==> src/rtl/veerwolf_sw_reader.sv <==
// ============================================================================
// veerwolf_sw_reader
//
// Reads the board switches for the VeeRwolf SoC. This is the input-side
// counterpart of the LED output register and runs in the clk_core domain.
// It synchronizes the switch inputs and debounces them into a stable
// `state`. It also keeps sticky per-bit change flags (CHANGED) and raises a
// maskable level interrupt. The core reaches all of this through a small
// Wishbone slave.
//
// Build option:
//   VEERWOLF_SW_DEBOUNCE_EN  defined   -> prescaler plus per-bit debounce
//                                         counters filter the inputs.
//                            undefined -> state follows the synchronized
//                                         inputs every cycle.
//                                         DEBOUNCE_DIV and STABLE_TICKS
//                                         are ignored in this build.
//
// Parameters:
//   WIDTH         number of switch inputs (1..32)
//   DEBOUNCE_DIV  clk_core cycles per debounce sample tick (>= 2)
//   STABLE_TICKS  consecutive differing ticks needed to accept a level (1..15)
//
// Ports:
//   clk_core   core clock
//   rst_core   synchronous active-high reset
//   i_sw       asynchronous switch inputs
//   i_wb_adr   word address: 0 STATE, 1 CHANGED (W1C), 2 IRQ_EN, 3 RAW
//   i_wb_dat   write data
//   i_wb_we    write enable
//   i_wb_cyc   bus cycle
//   i_wb_stb   strobe
//   o_wb_rdt   registered read data, valid in the ack cycle
//   o_wb_ack   single-cycle acknowledge, one cycle after the request
//   o_irq      registered level interrupt, |(changed & irq_en)
// ============================================================================
module veerwolf_sw_reader #(
    parameter int WIDTH        = 16,
    parameter int DEBOUNCE_DIV = 1000,
    parameter int STABLE_TICKS = 4
) (
    input  logic             clk_core,
    input  logic             rst_core,
    input  logic [WIDTH-1:0] i_sw,
    input  logic [1:0]       i_wb_adr,
    input  logic [31:0]      i_wb_dat,
    input  logic             i_wb_we,
    input  logic             i_wb_cyc,
    input  logic             i_wb_stb,
    output logic [31:0]      o_wb_rdt,
    output logic             o_wb_ack,
    output logic             o_irq
);

    localparam logic [1:0] ADR_STATE   = 2'd0;
    localparam logic [1:0] ADR_CHANGED = 2'd1;
    localparam logic [1:0] ADR_IRQ_EN  = 2'd2;
    localparam logic [1:0] ADR_RAW     = 2'd3;

    logic [WIDTH-1:0] sync1_q, sync1_d;
    logic [WIDTH-1:0] sync_q, sync_d;
    logic [WIDTH-1:0] state_q, state_d;
    logic [WIDTH-1:0] changed_q, changed_d;
    logic [WIDTH-1:0] irq_en_q, irq_en_d;
    logic [WIDTH-1:0] set_s;
    logic [WIDTH-1:0] clr_s;
    logic             ack_q, ack_d;
    logic             irq_q, irq_d;
    logic [31:0]      rdt_q, rdt_d;
    logic             req_s;

    // Only the low WIDTH bits of the write data are meaningful.
    logic unused_s;
    assign unused_s = ^i_wb_dat;

`ifdef VEERWOLF_SW_DEBOUNCE_EN
    localparam int              PW          = (DEBOUNCE_DIV > 1) ? $clog2(DEBOUNCE_DIV) : 1;
    localparam logic [PW-1:0]   PRE_LAST    = PW'(DEBOUNCE_DIV - 1);
    localparam logic [3:0]      STABLE_LAST = 4'(STABLE_TICKS - 1);

    logic [PW-1:0] pre_q, pre_d;
    logic          tick_s;
    logic [3:0]    deb_q [WIDTH];
    logic [3:0]    deb_d [WIDTH];

    // Prescaler tick and per-bit debounce: a bit flips only after
    // STABLE_TICKS consecutive ticks that disagree with the current state.
    always_comb begin
        tick_s  = (pre_q == PRE_LAST);
        state_d = state_q;
        set_s   = {WIDTH{1'b0}};
        if (tick_s) begin
            pre_d = {PW{1'b0}};
        end else begin
            pre_d = pre_q + PW'(1);
        end
        for (int i = 0; i < WIDTH; i++) begin
            deb_d[i] = deb_q[i];
            if (tick_s) begin
                if (sync_q[i] != state_q[i]) begin
                    // Comparing with the pre-increment value means the
                    // counter "reaches" STABLE_TICKS on this tick.
                    if (deb_q[i] == STABLE_LAST) begin
                        deb_d[i]   = 4'd0;
                        state_d[i] = ~state_q[i];
                        set_s[i]   = 1'b1;
                    end else begin
                        deb_d[i] = deb_q[i] + 4'd1;
                    end
                end else begin
                    // Any agreeing tick discards a partial count, which
                    // rejects glitches shorter than STABLE_TICKS ticks.
                    deb_d[i] = 4'd0;
                end
            end else begin
                deb_d[i] = deb_q[i];
            end
        end
    end

    // Prescaler and debounce counter registers.
    always_ff @(posedge clk_core) begin
        if (rst_core) begin
            pre_q <= {PW{1'b0}};
            for (int i = 0; i < WIDTH; i++) begin
                deb_q[i] <= 4'd0;
            end
        end else begin
            pre_q <= pre_d;
            for (int i = 0; i < WIDTH; i++) begin
                deb_q[i] <= deb_d[i];
            end
        end
    end
`else
    // The debounce timing parameters have no effect in this build.
    localparam int cfg_unused = DEBOUNCE_DIV + STABLE_TICKS;

    // Without debounce, state tracks the synchronizer output one cycle
    // later. Every disagreement is also a change event.
    always_comb begin
        state_d = sync_q;
        set_s   = sync_q ^ state_q;
    end
`endif

    // Bus decode, sticky change flags, mask register, read mux, and irq.
    always_comb begin
        sync1_d = i_sw;
        sync_d  = sync1_q;
        // Accept a request only when no ack is outstanding. This limits
        // the bus to one transaction every other cycle.
        req_s   = i_wb_cyc & i_wb_stb & ~ack_q;
        ack_d   = req_s;

        if (req_s & i_wb_we & (i_wb_adr == ADR_CHANGED)) begin
            clr_s = i_wb_dat[WIDTH-1:0];
        end else begin
            clr_s = {WIDTH{1'b0}};
        end
        // A set event in the same cycle as a W1C clear wins.
        changed_d = (changed_q & ~clr_s) | set_s;

        if (req_s & i_wb_we & (i_wb_adr == ADR_IRQ_EN)) begin
            irq_en_d = i_wb_dat[WIDTH-1:0];
        end else begin
            irq_en_d = irq_en_q;
        end

        rdt_d = rdt_q;
        if (req_s) begin
            rdt_d = 32'd0;
            case (i_wb_adr)
                ADR_STATE:   rdt_d[WIDTH-1:0] = state_q;
                ADR_CHANGED: rdt_d[WIDTH-1:0] = changed_q;
                ADR_IRQ_EN:  rdt_d[WIDTH-1:0] = irq_en_q;
                ADR_RAW:     rdt_d[WIDTH-1:0] = sync_q;
                default:     rdt_d = 32'd0;
            endcase
        end else begin
            rdt_d = rdt_q;
        end

        irq_d = |(changed_q & irq_en_q);
    end

    // State registers with synchronous reset.
    always_ff @(posedge clk_core) begin
        if (rst_core) begin
            sync1_q   <= {WIDTH{1'b0}};
            sync_q    <= {WIDTH{1'b0}};
            state_q   <= {WIDTH{1'b0}};
            changed_q <= {WIDTH{1'b0}};
            irq_en_q  <= {WIDTH{1'b0}};
            ack_q     <= 1'b0;
            rdt_q     <= 32'd0;
            irq_q     <= 1'b0;
        end else begin
            sync1_q   <= sync1_d;
            sync_q    <= sync_d;
            state_q   <= state_d;
            changed_q <= changed_d;
            irq_en_q  <= irq_en_d;
            ack_q     <= ack_d;
            rdt_q     <= rdt_d;
            irq_q     <= irq_d;
        end
    end

    assign o_wb_ack = ack_q;
    assign o_wb_rdt = rdt_q;
    assign o_irq    = irq_q;

endmodule

==> config.mk <==
export PLATFORM = sky130hd
export DESIGN_NAME = veerwolf_sw_reader
export DESIGN_NICKNAME = d
export VERILOG_FILES = /design/src/rtl/veerwolf_sw_reader.sv
export SDC_FILE = /design/constraint.sdc
export NUM_CORES = 1
export LEC_CHECK = 0
export CORE_MARGIN = 2
export CORE_UTILIZATION = 40
export CTS_CLUSTER_SIZE = 25
export DETAILED_ROUTE_END_ITERATION = 16
export PLACE_DENSITY = 0.66
export SLEW_MARGIN = 10
export SYNTH_ARGS = -nofsm -noshare
export SYNTH_HDL_FRONTEND = slang
export SYNTH_SLANG_ARGS = --single-unit
export TNS_END_PERCENT = 1
==> constraint.sdc <==
create_clock -name clk_core -period 1.8 [get_ports clk_core]
set_input_delay 0.54 -clock clk_core [delete_from_list [all_inputs] [get_ports clk_core]]
set_output_delay 0.54 -clock clk_core [all_outputs]
set_load 0.02 [all_outputs]
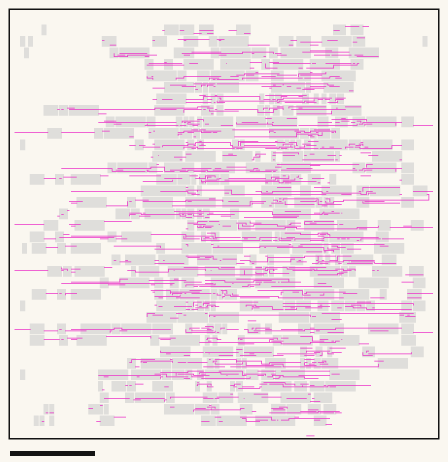
Figure 1: run 1, M1 wires.
The bar under the picture is 20 microns long. Cells faint in the background.
wire length on this layer: 3420 microns
share of all routed wire: 46%
longest straight run: 30.8 microns
nets with wire on the layer: 388
via count: 2487
routed wire length: 7390 microns
GRT met1 Usage: 0.198

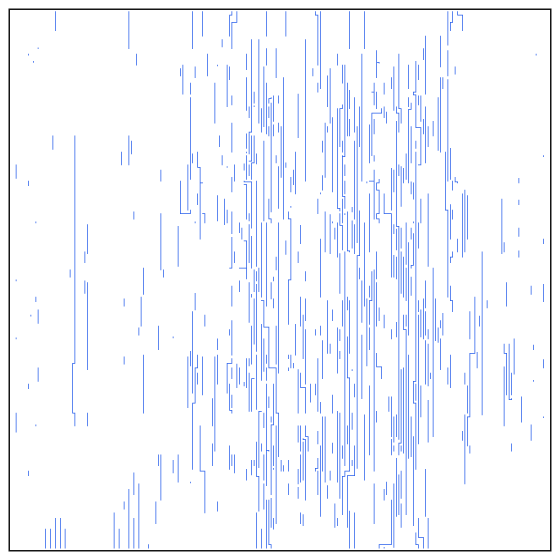
Figure 2: run 1, metal 2.
share of all routed wire: 46%
nets with wire on the layer: 344
longest straight run: 43.0 microns
wire length on this layer: 3390 microns
main direction: vertical
met2 track utilization from global routing: 0.231

==> notes.md, run 1 <==
Physical implementation.

- Per the final layout report, the fraction of cells sized above drive strength 1 comes to 0.0985.
- The OpenROAD report gives the critical path a required time of 2.03 ns.
- The OpenROAD report gives the critical path a data arrival time of 1.88 ns.
- The maximum clock insertion buffer count is 2.
- Summing all multi-input logic gate instances after layout gives 1540 sq um.
- The total count of max-transition violations in the final report is 0.
- On the critical path the largest part of the delay comes from simple AND/OR/NAND/NOR gates.
- Entering global routing, the biggest net connects 82 pins.
- The mean routed wirelength per cell is 14.3 microns.
- The register bit total from synthesis is 98.
- The worst-path maximum fanout is 16.
- The clock-pin transition on the worst setup and hold timing paths is 0.08 ns.
- The initial antenna violation count is 0.
- The HPWL after detailed placement is 4860 microns.
- The number of setup violations in the final report is 0.
- The finished design was reported to have a net count of 457.
- The flow ran to the end, and the final reports show no timing, DRC or antenna violations.
- The worst-case hold slack is 0.440 ns.
- The worst path needs 1.64 ns of the cycle, external delays included.
- The total global routing overflow is 0.
- In the synthesis report, Yosys lists the chip area as 3780 sq um.
- The root buffer cell chosen for the clock tree is clkbuf_8.
- CTS added clock buffers totalling 9.
- In this run the maximum-capacitance check reported violations numbering 0.
- Per STA, the highest per-stage delay on the worst path measures 0.48 ns.
- The register cell area after layout is 1960 sq um.
- In the Yosys stats the netlist draws on 29 distinct library cells.
- The launch point of the worst register-to-register path is recorded as o_wb_ack.
- The post-synthesis cell area is 3780 sq um.
- At the end of the flow the core is filled with cells to 0.503.
- The number of nets with antenna violations after detailed routing is 0.
- The insertion delay at the late pin of the worst-skew pair is 0.36 ns.
- Of the available clock period, the critical path in the final layout requires 0.912.
- In the floorplan report the effective utilization is 0.412.
- After synthesis, the design contains 344 cells according to Yosys.
- The H-tree depth is 3.
- The start point of the critical path is i_wb_stb.
- The count of warning messages emitted by the tools is 42.
- The number of DRC violations after detailed-routing iteration 0 is 120.
- Per STA, the worst path is made up of clkdlybuf4s50_1 > and4b_2 > nand3b_4 > o21ai_0 > a21oi_1.
- The script reports the combined buffer and inverter count of the critical path as 1.
- Among all stages on the critical path, the largest delay is contributed by clkdlybuf4s50_1.
- The number of synthesis warnings is 0.
- After its last routability iteration, the placer logged a weighted congestion of 0.754.
- The cell area after placement is 4420 sq um.
- The count of hold buffers inserted by post-cts repair is 0.
- In this run the full chip footprint comes out at 10300 sq um.
- During I/O placement, the number of pins put on the boundary was 89.
- The classification of the worst setup path is in -> reg.
- The placeable core area is 9200 sq um.
- The launching element type of the critical path is an input port.
- The average footprint of a synthesized cell is 11.0 sq um.
- The global-route wire length before repair is 11700 microns.
- The clock net in this run drives a total of 98 sinks.
- Across the VDD grid, the largest voltage drop is 0.000505 V.
- Synthesis produced a netlist whose cell count is 344.
- The register-to-register setup slack is 0.46 ns.
- The number of filler cells placed in the layout is 856.
- The post-layout total power is 4.08 mW.
- The area overhead of the layout relative to synthesis is 22.3%.
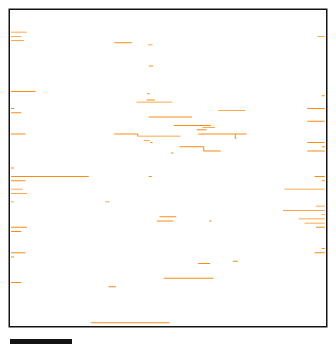
Figure 3: run 1, signal wires on met3.
The bar under the picture is 20 microns long.
nets with wire on the layer: 49
main direction: horizontal
wire length on this layer: 335 microns
longest straight run: 25.1 microns
grt met3 use: 0.0269

==> run 1: cell type report <==
class	instances	area share
Clock buffer	11	0.0305
Clock inverter	4	0.0111
Inverter	16	0.0130
Multi-Input combinational cell	209	0.334
Sequential cell	98	0.424
Tap cell	111	0.0300
Timing Repair Buffer	68	0.158
==> run 1: report_power, final <==
group | switching [mW] | internal, mW
clock | 0.723 | 0.676
sequential | 0.0492 | 2.25
combinational | 0.175 | 0.209
total | 0.947 | 3.13
==> run 1: registers in the layout, summed over array words and instances (netlist names) <==
name	count
changed_q	16
irq_en_q	16
o_irq	1
o_wb_ack	1
o_wb_rdt	16
state_d	16
state_q	16
sync1_q	16
==> run 1: routing by layer <==
| metal | global-route usage | routed length (microns) | vias up |
|---|---|---|---|
| li1 | - | - | 1255 |
| met1 | 0.198 | 3420 | 1139 |
| met2 | 0.231 | 3390 | 77 |
| met3 | 0.0269 | 335 | 16 |
| met4 | 0.103 | 238 | 0 |
| met5 | 0 | 0 | - |
==> run 1: synthesized netlist by cell type (all sizes together) <==
cell type	count	area, sq um
and4b	1	11.3
dfxtp	98	1960
clkbuf	13	80.1
mux4	16	390
a221oi	3	26.3
and3b	1	10.0
nor2b	49	307
buf	23	195
xnor2	16	140
nand2	32	120
nand3b	3	38.8
a31oi	1	6.26
a22o	19	166
inv	16	60.1
conb	1	3.75
a21oi	32	160
and3	1	6.26
o21ai	16	80.1
a22oi	2	15.0
nor2	1	6.26
==> run 1: logic make-up (layout without fill, tap and decap cells) <==
kind of cell | Yosys count | in the layout | synth area share
DFF | 98 | 98 | 0.518
buffers and inverters | 52 | 99 | 0.0886
AOI/OAI and AO/OA | 73 | 73 | 0.120
xor gates and xnor gates | 16 | 16 | 0.0370
other | 1 | 16 | 0.000991
and+or+nand+nor | 88 | 88 | 0.132
muxes | 16 | 16 | 0.103
==> run 1: stage by stage <==
step / worst slack, ns / instances / setup TNS [ns]
floorplan: 0.215 / 359 / 0
global placement: -0.364 / 499 / -9.20
detailed placement: -0.363 / 499 / -9.84
CTS: 0.0269 / 514 / 0
global route: 0.102 / 517 / 0
finish: 0.159 / 517 / 0
==> run 1: placed cells by master, fill, tap and decap left out, types with 2 or more instances in the layout <==
cell	Yosys	layout
clkbuf_8	3	10
nor2b_1	49	49
o21ai_1	2	2
buf_4	16	4
buf_12	1	7
conb_1	1	16
mux4_2	8	8
clkdlybuf4s50_1	0	36
a22oi_1	2	2
dlygate4sd2_1	0	18
a22o_1	19	19
xnor2_1	16	16
a221oi_1	3	3
a21oi_1	32	32
dfxtp_1	98	98
inv_1	16	16
mux4_1	8	8
o21ai_0	14	14
nand2_1	32	32
==> run 1: worst paths after layout <==
| kind | endpoint | cells past startpoint |
|---|---|---|
| hold / removal | state_d[1] | 1 |
| hold reg to reg | state_d[1] | 1 |
| setup / recovery | changed_q[5] | 5 |
| setup reg to reg | changed_q[5] | 4 |
==> run 1: repair_timing <==
| action | CTS | global route |
|---|---|---|
| buffers inserted | 0 | 2 |
| setup endpoints to repair | 18 | 3 |
| resized | 18 | 1 |
| gates cloned | 0 | 1 |
==> run 1 -> run 2 <==
--- a/config.mk
+++ b/config.mk
@@ -7,6 +7,7 @@
 export LEC_CHECK = 0
 export CORE_MARGIN = 2
 export CORE_UTILIZATION = 40
+export CTS_CLUSTER_DIAMETER = 120
 export CTS_CLUSTER_SIZE = 25
 export DETAILED_ROUTE_END_ITERATION = 16
 export PLACE_DENSITY = 0.66
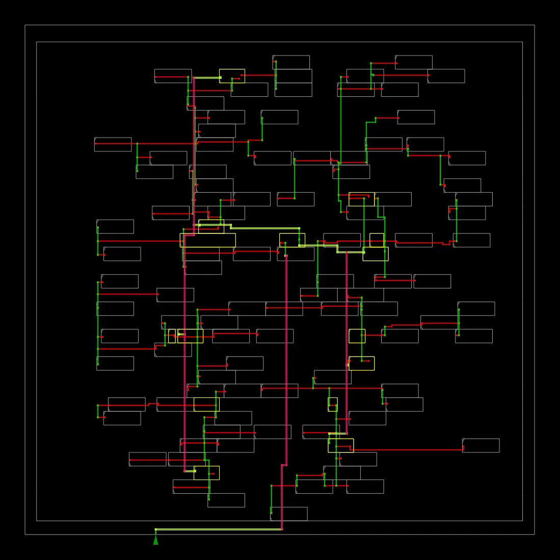
Figure 4: run 2, the clock network.
clock buffers: 11
Clock Power: 1.40 mW
count of clock tree sinks: 98

==> notes.md, run 2 <==
Physical implementation.

- The max-cap violation count is 0.
- The fraction of layout instances using a drive strength above 1 is 0.0985.
- After the first detailed-routing iteration, the DRC count stood at 120.
- The final weighted congestion in routability-driven placement is 0.754.
- The script extracted a net switching power of 0.947 mW.
- The chip occupies 10300 sq um.
- The total count of max-transition violations in the final report is 0.
- The worst reg2reg path endpoint is changed_q[5].
- Warnings raised by the tools during the run amount to 42.
- The detailed route wirelength on metal3 is 335 microns.
- The routed wire length is 7390 microns.
- The yosys stat cell total is 344.
- The worst-case reg-to-reg setup slack stands at 0.46 ns.
- The TritonCTS buffer count is 9.
- The top cell types in the final layout, fill and taps aside, are 98 x dfxtp_1, 49 x nor2b_1, 36 x clkdlybuf4s50_1.
- The script logs the mean routed wire length per placed instance as 14.3 microns.
- The clock tree root buffer cell is clkbuf_8.
- Looking at area per cell type in the netlist, the leader is dfxtp_1.
- The internal power of the cells totals 3.13 mW.
- The primary flip-flop cell chosen by synthesis mapping is dfxtp_1.
- The critical register-to-register path startpoint is o_wb_ack.
- The share of total power dissipated in combinational logic is 0.094.
- The worst hold path terminates at state_d[1].
- The proportion of netlist area held by the largest area contributor is 0.518.
- The power report attributes to the clock group a share of 0.343.
- For reference, the most critical setup path is categorized as in -> reg.
- The uppermost signal routing layer after detailed routing is met4.
- The synthesized netlist occupies a cell area of 3780 sq um.
- The number of nets with antenna violations after detailed routing is 0.
- The register bit total from synthesis is 98.
- Setup violations remaining at the end of the flow were counted as 0.
- The sequential fraction of design power is 0.563.
- The floorplan report gives the top-level pin count as 89.
- The global-route wire length before repair is 11700 microns.
- The count of placed standard cells in the final layout, fillers left out is 517.
- The sum of met2 wire segment lengths after detailed routing is 3390 microns.
- The switching portion of total power is 0.232.
- The clock reaches the later pin of the worst-skew pair after 0.36 ns.
- The number of nets in the layout is 457.
- The worst hold path stage count is 1.
- The worst setup path is launched from an input port.
- The count of hold buffers inserted by post-cts repair is 0.
- The worst-path maximum fanout is 16.
- Per the placement report, the placed cell count is 499.
- The global route stage reports its total congestion overflow as 0.
- The starting density of the core is 0.412.
- The number of enable-type register cells in the synthesized netlist is 0.
- The most frequent cell after synthesis is dfxtp_1.
- In the post-synthesis netlist, the biggest area contributors are dfxtp_1 52%, nor2b_1 8.1%, mux4_1 5.6%.
- The number of vias after detailed routing is 2487.
- The average footprint of a synthesized cell is 11.0 sq um.
- Of all flip-flops after synthesis, the portion carrying an async set or reset was 0.
- By count the netlist is led by 98 x dfxtp_1, 49 x nor2b_1, 32 x a21oi_1, 32 x nand2_1, 19 x a22o_1.
- Power comes to 4.08 mW.
- The most critical hold endpoint after final layout shows a slack of 0.440 ns.
- The post-route minimum period is 1.64 ns.
- The core region is 9200 sq um.
- The data required time reported for the critical path is 2.03 ns.
- The yosys stat chip area is 3780 sq um.
- Entering global routing, the biggest net connects 82 pins.
- The flow ran to the end, and the final reports show no timing, DRC or antenna violations.
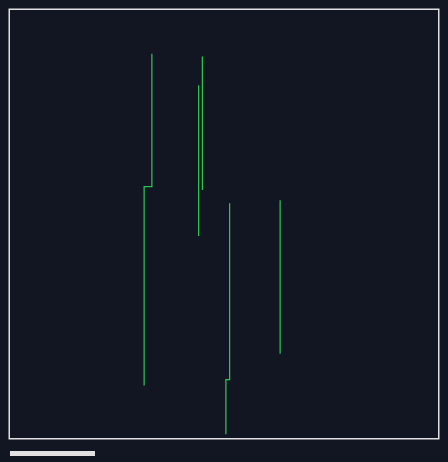
Figure 5: run 2, metal 4.
The bar under the picture is 20 microns long.
wire length on this layer: 238 microns
nets with wire on the layer: 4
share of all routed wire: 3.2%

-- run 2: cell counts in the layout (fill, tap and decap cells not counted) --
Identical to the previous run, type by type.
-- run 2: logic make-up after synthesis --
kind of cell,Yosys count,synth area share
flops,98,0.518
buf+inv,52,0.0886
mux,16,0.103
compound gates,73,0.120
other cells,1,0.000991
xor+xnor,16,0.0370
simple gates,88,0.132
-- run 2: layer usage --
metal	global-route usage	up-vias
li1	-	1255
met1	0.198	1139
met2	0.231	77
met3	0.0269	16
met4	0.103	0
met5	0	-
-- run 2: worst max-delay path by stage --
stage                    endpoint  cells after the start        start
floorplan            o_wb_rdt[10]                      4  i_wb_adr[0]
global placement     o_wb_rdt[14]                      4  i_wb_adr[0]
detailed placement   o_wb_rdt[14]                      4  i_wb_adr[0]
CTS                  o_wb_rdt[14]                      4  i_wb_adr[0]
global route        changed_q[11]                      5     i_wb_cyc
finish               changed_q[5]                      5     i_wb_stb
-- run 2: final cells by class --
type,instances,area (sq um)
clock inverter,4,51.3
tap,111,139
multi-input combinational,209,1540
fill,856,4570
clock buffer,11,141
sequential,98,1960
timing repair buffer,68,731
inverter,16,60.1
-- run 2: timing repair --
| action | in CTS | in global routing |
|---|---|---|
| setup endpoints to repair | 18 | 3 |
| resized | 18 | 1 |
| gates cloned | 0 | 1 |
| setup buffers | 0 | 2 |
| pin swaps | 0 | 0 |
-- run 2: power by group through the flow --
stage	Sequential (mW)	Combinational, mW	Clock [mW]
3_3_place_gp	2.34	0.375	0
6_report	2.30	0.384	1.40
4_1_cts	2.30	0.377	1.43
5_1_grt	2.31	0.419	1.53
2_1_floorplan	2.34	0.253	0
3_5_place_dp	2.35	0.382	0
-- run 2: worst max-delay path: stages --
cell and delay [ns]:
clkdlybuf4s50_1 0.48, and4b_2 0.31, nand3b_4 0.22, o21ai_0 0.24, a21oi_1 0.09
-- run 2: per-stage QoR --
| step | area, sq um | setup TNS (ns) | util | setup slack, ns |
|---|---|---|---|---|
| finish | 4630 | 0 | 0.503 | 0.159 |
| detailed placement | 4420 | -9.84 | 0.480 | -0.363 |
| floorplan | 3840 | 0 | - | 0.215 |
| CTS | 4590 | 0 | 0.499 | 0.0269 |
| global placement | 4420 | -9.20 | 0.480 | -0.364 |
| global route | 4630 | 0 | 0.503 | 0.102 |
No activity file was given, so power comes from the tool's default toggle rates.
